`config.mk`:
```
export PLATFORM = sky130hd
export DESIGN_NAME = uart_receiver
export DESIGN_NICKNAME = d
export VERILOG_FILES = /design/src/rtl/uart_pkg.sv /design/src/rtl/uart_sync2.sv /design/src/rtl/uart_receiver.sv
export SDC_FILE = /design/constraint.sdc
export NUM_CORES = 1
export LEC_CHECK = 0
export ABC_AREA = 0
export CORE_ASPECT_RATIO = 1.5
export CORE_MARGIN = 3
export CORE_UTILIZATION = 50
export DETAILED_ROUTE_END_ITERATION = 10
export HOLD_SLACK_MARGIN = 0.03
export PLACE_DENSITY = 0.74
export SETUP_SLACK_MARGIN = 0.05
export SLEW_MARGIN = 25
export SYNTH_ARGS = -nofsm -noshare
export SYNTH_HDL_FRONTEND = slang
export SYNTH_SLANG_ARGS = --single-unit
```
`constraint.sdc`:
```
create_clock -name i_clk -period 1.6 [get_ports i_clk]
set_clock_uncertainty 0.05 [all_clocks]
set_input_delay 0.32 -clock i_clk [delete_from_list [all_inputs] [get_ports i_clk]]
set_output_delay 0.32 -clock i_clk [all_outputs]
set_load 0.005 [all_outputs]
```
`src/rtl/uart_pkg.sv`:
```
// Shared UART definitions: receiver FSM state encoding, data width and default bit timing.
// The transmitter imports the same package.
package uart_pkg;

   localparam int DATA_WIDTH           = 8;
   localparam int DEFAULT_CLKS_PER_BIT = 87;

   typedef enum logic [2:0] {
      ST_IDLE  = 3'd0,
      ST_START = 3'd1,
      ST_DATA  = 3'd2,
      ST_STOP  = 3'd3,
      ST_BREAK = 3'd4
   } rx_state_t;

endpackage

```
`src/rtl/uart_sync2.sv`:
```
// Two-flop synchronizer for a single asynchronous line that idles high.
// Both flops reset to 1, so a reset never looks like a start bit.
module uart_sync2 (
   input  logic clk,
   input  logic rst_n,
   input  logic async_in,
   output logic sync_out
);

   logic meta_reg;
   logic sync_reg;

   always_ff @(posedge clk) begin
      if (!rst_n) begin
         meta_reg <= 1'b1;
         sync_reg <= 1'b1;
      end else begin
         meta_reg <= async_in;
         sync_reg <= meta_reg;
      end
   end

   assign sync_out = sync_reg;

endmodule

```
`src/rtl/uart_receiver.sv`:
```
// 8N1 UART receiver: it checks the start bit at its mid-point, then samples each data bit
// and the stop bit one bit period apart. A low stop bit reports a framing error.
module uart_receiver
   import uart_pkg::*;
#(
   parameter int CLKS_PER_BIT = DEFAULT_CLKS_PER_BIT
) (
   input  logic                  i_clk,
   input  logic                  i_rst_n,
   input  logic                  i_rx,
   output logic                  o_rx_dv,
   output logic [DATA_WIDTH-1:0] o_rx_data,
   output logic                  o_rx_frame_err,
   output logic                  o_rx_busy
);

   localparam int CW = (CLKS_PER_BIT > 1) ? $clog2(CLKS_PER_BIT) : 1;
   localparam logic [CW-1:0] HALF_CNT = CW'((CLKS_PER_BIT - 1) / 2);
   localparam logic [CW-1:0] LAST_CNT = CW'(CLKS_PER_BIT - 1);

   logic rx_s;

   uart_sync2 u_sync (
      .clk      (i_clk),
      .rst_n    (i_rst_n),
      .async_in (i_rx),
      .sync_out (rx_s)
   );

   rx_state_t             state_reg, state_next;
   logic [CW-1:0]         cnt_reg,   cnt_next;
   logic [2:0]            bit_reg,   bit_next;
   logic [DATA_WIDTH-1:0] shift_reg, shift_next;
   logic [DATA_WIDTH-1:0] data_reg,  data_next;
   logic                  dv_reg,    dv_next;
   logic                  ferr_reg,  ferr_next;

   always_ff @(posedge i_clk) begin
      if (!i_rst_n) begin
         state_reg <= ST_IDLE;
         cnt_reg   <= '0;
         bit_reg   <= '0;
         shift_reg <= '0;
         data_reg  <= '0;
         dv_reg    <= 1'b0;
         ferr_reg  <= 1'b0;
      end else begin
         state_reg <= state_next;
         cnt_reg   <= cnt_next;
         bit_reg   <= bit_next;
         shift_reg <= shift_next;
         data_reg  <= data_next;
         dv_reg    <= dv_next;
         ferr_reg  <= ferr_next;
      end
   end

   always_comb begin
      state_next = state_reg;
      cnt_next   = cnt_reg;
      bit_next   = bit_reg;
      shift_next = shift_reg;
      data_next  = data_reg;
      dv_next    = 1'b0;
      ferr_next  = 1'b0;

      case (state_reg)
         ST_IDLE: begin
            if (!rx_s) begin
               state_next = ST_START;
               cnt_next   = '0;
            end
         end

         ST_START: begin
            if (cnt_reg == HALF_CNT) begin
               cnt_next = '0;
               if (!rx_s) begin
                  state_next = ST_DATA;
                  bit_next   = '0;
               end else begin
                  state_next = ST_IDLE;
               end
            end else begin
               cnt_next = cnt_reg + 1'b1;
            end
         end

         ST_DATA: begin
            if (cnt_reg == LAST_CNT) begin
               cnt_next   = '0;
               shift_next = {rx_s, shift_reg[DATA_WIDTH-1:1]};
               bit_next   = bit_reg + 3'd1;
               if (bit_reg == 3'd7) begin
                  state_next = ST_STOP;
               end
            end else begin
               cnt_next = cnt_reg + 1'b1;
            end
         end

         ST_STOP: begin
            if (cnt_reg == LAST_CNT) begin
               cnt_next = '0;
               if (rx_s) begin
                  data_next  = shift_reg;
                  dv_next    = 1'b1;
                  state_next = ST_IDLE;
               end else begin
                  ferr_next  = 1'b1;
                  state_next = ST_BREAK;
               end
            end else begin
               cnt_next = cnt_reg + 1'b1;
            end
         end

         // A held-low line must go high again before the next start bit can be found.
         ST_BREAK: begin
            if (rx_s) begin
               state_next = ST_IDLE;
            end
         end

         default: begin
            state_next = ST_IDLE;
            cnt_next   = '0;
         end
      endcase
   end

   assign o_rx_dv        = dv_reg;
   assign o_rx_data      = data_reg;
   assign o_rx_frame_err = ferr_reg;
   assign o_rx_busy      = (state_reg != ST_IDLE);

endmodule

```
**Run 1: logic cells by family**

Scale bar: 20 µm.
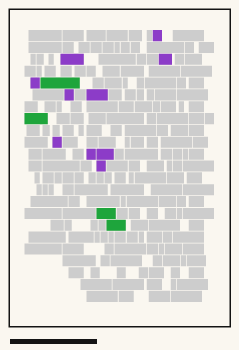
| colour | family | cells |
|---|---|---|
| green | adder and majority cells | 4 |
| purple | AND and OR gates | 10 |

**Run 1: register map, names as in the netlist**

Scale bar: 20 µm.
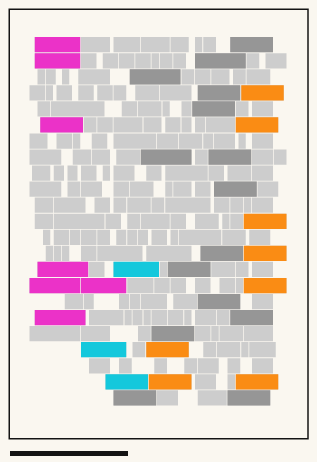
| colour | signal | placed flops |
|---|---|---|
| orange | o_rx_data | 8 |
| magenta | cnt_reg | 7 |
| cyan | bit_reg | 3 |
not coloured: 15

**Run 1: zoomed window**

Scale bar: 5 µm. Window x 15 to 35, y 41 to 61 µm. Cells in grey, sequential cells in the stronger grey; small squares are vias.
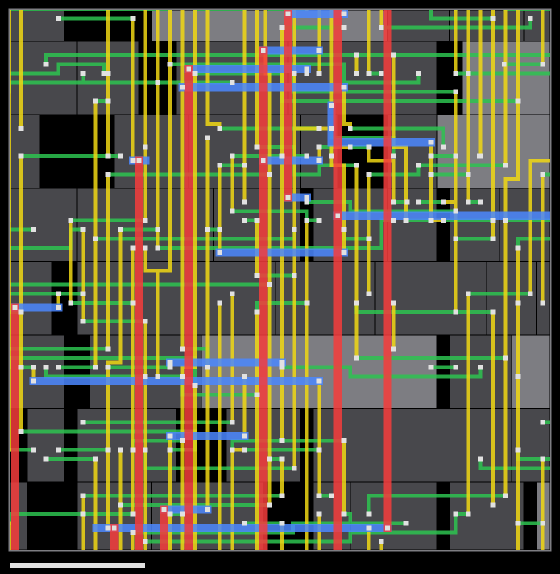
| colour | layer |
|---|---|
| blue | met3 |
| yellow | met2 |
| red | met4 |
| green | met1 |
most frequent: buf_4 (8), buf_6 (4)
sequential cells in the window: 2
cells with their middle in the window: 34
netlist names of flops here include: o_rx_frame_err (1), state_reg (1)

==> impl_metrics.ini, run 1 <==
; synthesis and place-and-route metrics
[timing]
setup_violations = 2
timing.hold.ws_ns = 0.3538
worst_slack_ns = -0.08464
fin_crit_sh = 1.053

[status]
outcome = finished, violations left
failed_checks = negative setup slack

[finish]
area_delta_synth_final_pct = 52.16
finalInstanceArea_um2 = 2245
layout-drive-gt1-share = 0.4567
buf_share = 0.1945
fin_nets = 214

[global_routing]
grt_use_met3 = 0.04928
overflow = 0
grt_pass1_wl_mm = 6.147
grt_pass1_vias = 1436

[power]
internal_power_mw = 1.188
p_comb_mw = 0.132
p_leak_nw = 0.8836
clkPwrFrac = 0.389
p_sw_mw = 0.3799

[synthesis]
yosysChipArea_um2 = 1475
ys_sh_simple = 0.2604
async_flop_share = 0

[cts]
post_cts_buffers = 3
hold_buffers = 0
cts_sinks = 33
cts_buffer_depth = 2

[route]
m1WireLength_mm = 1.434
top_layer = met4
ant_nets = 0

[hold_path]
hold_end = u_sync.sync_out

[critical_path]
cpMaxStageDelayCell = dfxtp_4
reg2reg_depth = 6
crit_family = simple AND/OR/NAND/NOR gates

[floorplan]
dieArea_um2 = 3652

[place]
place_area_um2 = 1902
## Run 2: what changed since run 1
- REMOVE_ABC_BUFFERS: not set -> 1
==> impl_metrics.ini, run 2 <==
; synthesis and place-and-route metrics
[finish]
layout-drive-gt1-share = 0.4732
fin_nets = 230
finalInstanceArea_um2 = 2328
buf_share = 0.2380
signal_buffers = 64

[global_routing]
grt_pass1_wl_mm = 6.879
grt.busiest_layer = met2
grt_use_met3 = 0.07803
grt_pass1_vias = 1505

[critical_path]
reg2reg_depth = 8
cpMaxStageDelayCell = or4_4

[power]
p_sw_mw = 0.3836
p_comb_mw = 0.142
powerDensity_nw_per_um2 = 679.3
seq-power_mw = 0.833
clkPwrFrac = 0.384
p_leak_nw = 0.9205

[floorplan]
dieArea_um2 = 3652

[synthesis]
async_flop_share = 0
ys_sh_simple = 0.2604
yosysChipArea_um2 = 1475

[status]
outcome = finished, violations left
failed_checks = negative setup slack

[route]
top_layer = met4
ant_nets = 0

[cts]
post_cts_buffers = 12
cts_sinks = 33
cts_buffer_depth = 2
hold_buffers = 0

[timing]
fin_crit_sh = 1.028
timing.hold.ws_ns = 0.3572
setup_violations = 22
setup_tns_ns = -0.5849
worst_slack_ns = -0.04444

[place]
dp_hpwl_mm = 2.458
place_area_um2 = 1898

[hold_path]
hold_end = u_sync.sync_out
**Run 2: logic cells by family**

Scale bar: 20 µm.
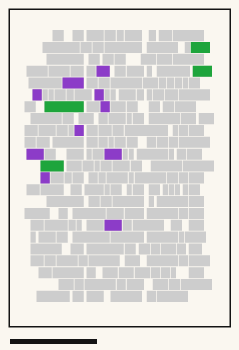
| colour | family | cells | most used |
|---|---|---|---|
| purple | AND and OR gates | 10 | or2_2 |
| green | adder and majority cells | 4 | ha_1 |
most frequent logic cell in the layout: buf_4
Final Non-Filler Cells: 261

## Run 3: what changed since run 2
- SKIP_CTS_REPAIR_TIMING: not set -> 1
- SLEW_MARGIN: 25 -> 10
==> impl_metrics.ini, run 3 <==
; synthesis and place-and-route metrics
[power]
finalPower_mw = 1.574
p_comb_mw = 0.134
pwr-share-seq = 0.529
powerDensity_nw_per_um2 = 688.7
p_sw_mw = 0.3815
clkPwrFrac = 0.386
p_leak_nw = 0.9218

[global_routing]
grt_pass1_vias = 1306
grt.busiest_layer = met2
grt_use_met3 = 0.06982
grt_pass1_wl_mm = 5.602

[synthesis]
yosysChipArea_um2 = 1475
async_flop_share = 0
compound_area_frac = 0.1357
yosys.area.top_type_share = 0.4478
yosysWarnings = 0
ys_sh_xor = 0.03562
ys_sh_simple = 0.2604

[timing]
timing.hold.ws_ns = 0.3567
layout_min_cycle_time_ns = 1.648
setup_tns_ns = -0.2181
setup_violations = 15
worst_slack_ns = -0.04762
fin_crit_sh = 1.030

[status]
outcome = finished, violations left
failed_checks = negative setup slack

[finish]
buf_share = 0.2304
seq_share = 0.2994
comb_cells = 117
finalInstanceArea_um2 = 2286
antenna_cells = 0
sh_comb_area = 0.4105
signal_buffers = 59
mostFrequentLayoutCell = buf_4
fin_nets = 225
stdcell_count = 256

[critical_path]
cpMaxStageDelayCell = dfxtp_2
crit_path_end_kind = flop
cp.buffers_inverters = 3

[floorplan]
core_um2 = 2734
dieArea_um2 = 3652

[cts]
cts_buffer_depth = 2
clk_latency_ns = 0.29
cts_sinks = 33

[route]
routed_via_density = 5.602
top_layer = met4
wl_met2_mm = 2.362
ant_nets = 0

[place]
dp_hpwl_mm = 2.458

[hold_path]
hold_end = u_sync.sync_out
**Run 3: zoomed window**

Scale bar: 5 µm. Window x 15 to 35, y 41 to 61 µm. Cells in grey, sequential cells in the stronger grey; small squares are vias.
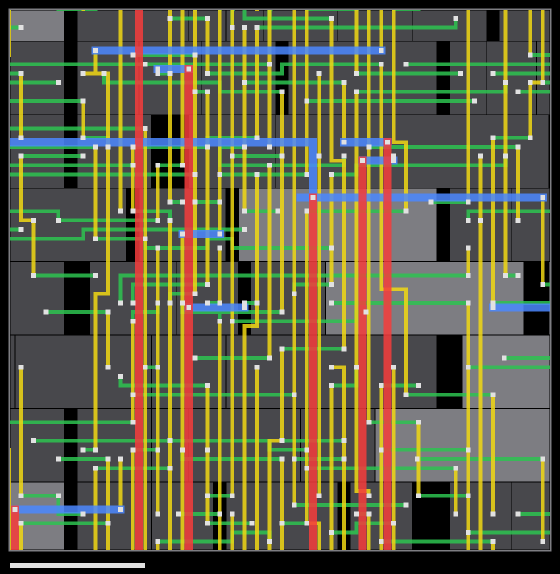
| colour | layer |
|---|---|
| red | met4 |
| green | met1 |
| yellow | met2 |
| blue | met3 |
sequential cells in the window: 3
most frequent: buf_4 (8), dfxtp_1 (3), nand2b_1 (2)
cells with their middle in the window: 34

No activity file was given, so power comes from the tool's default toggle rates.
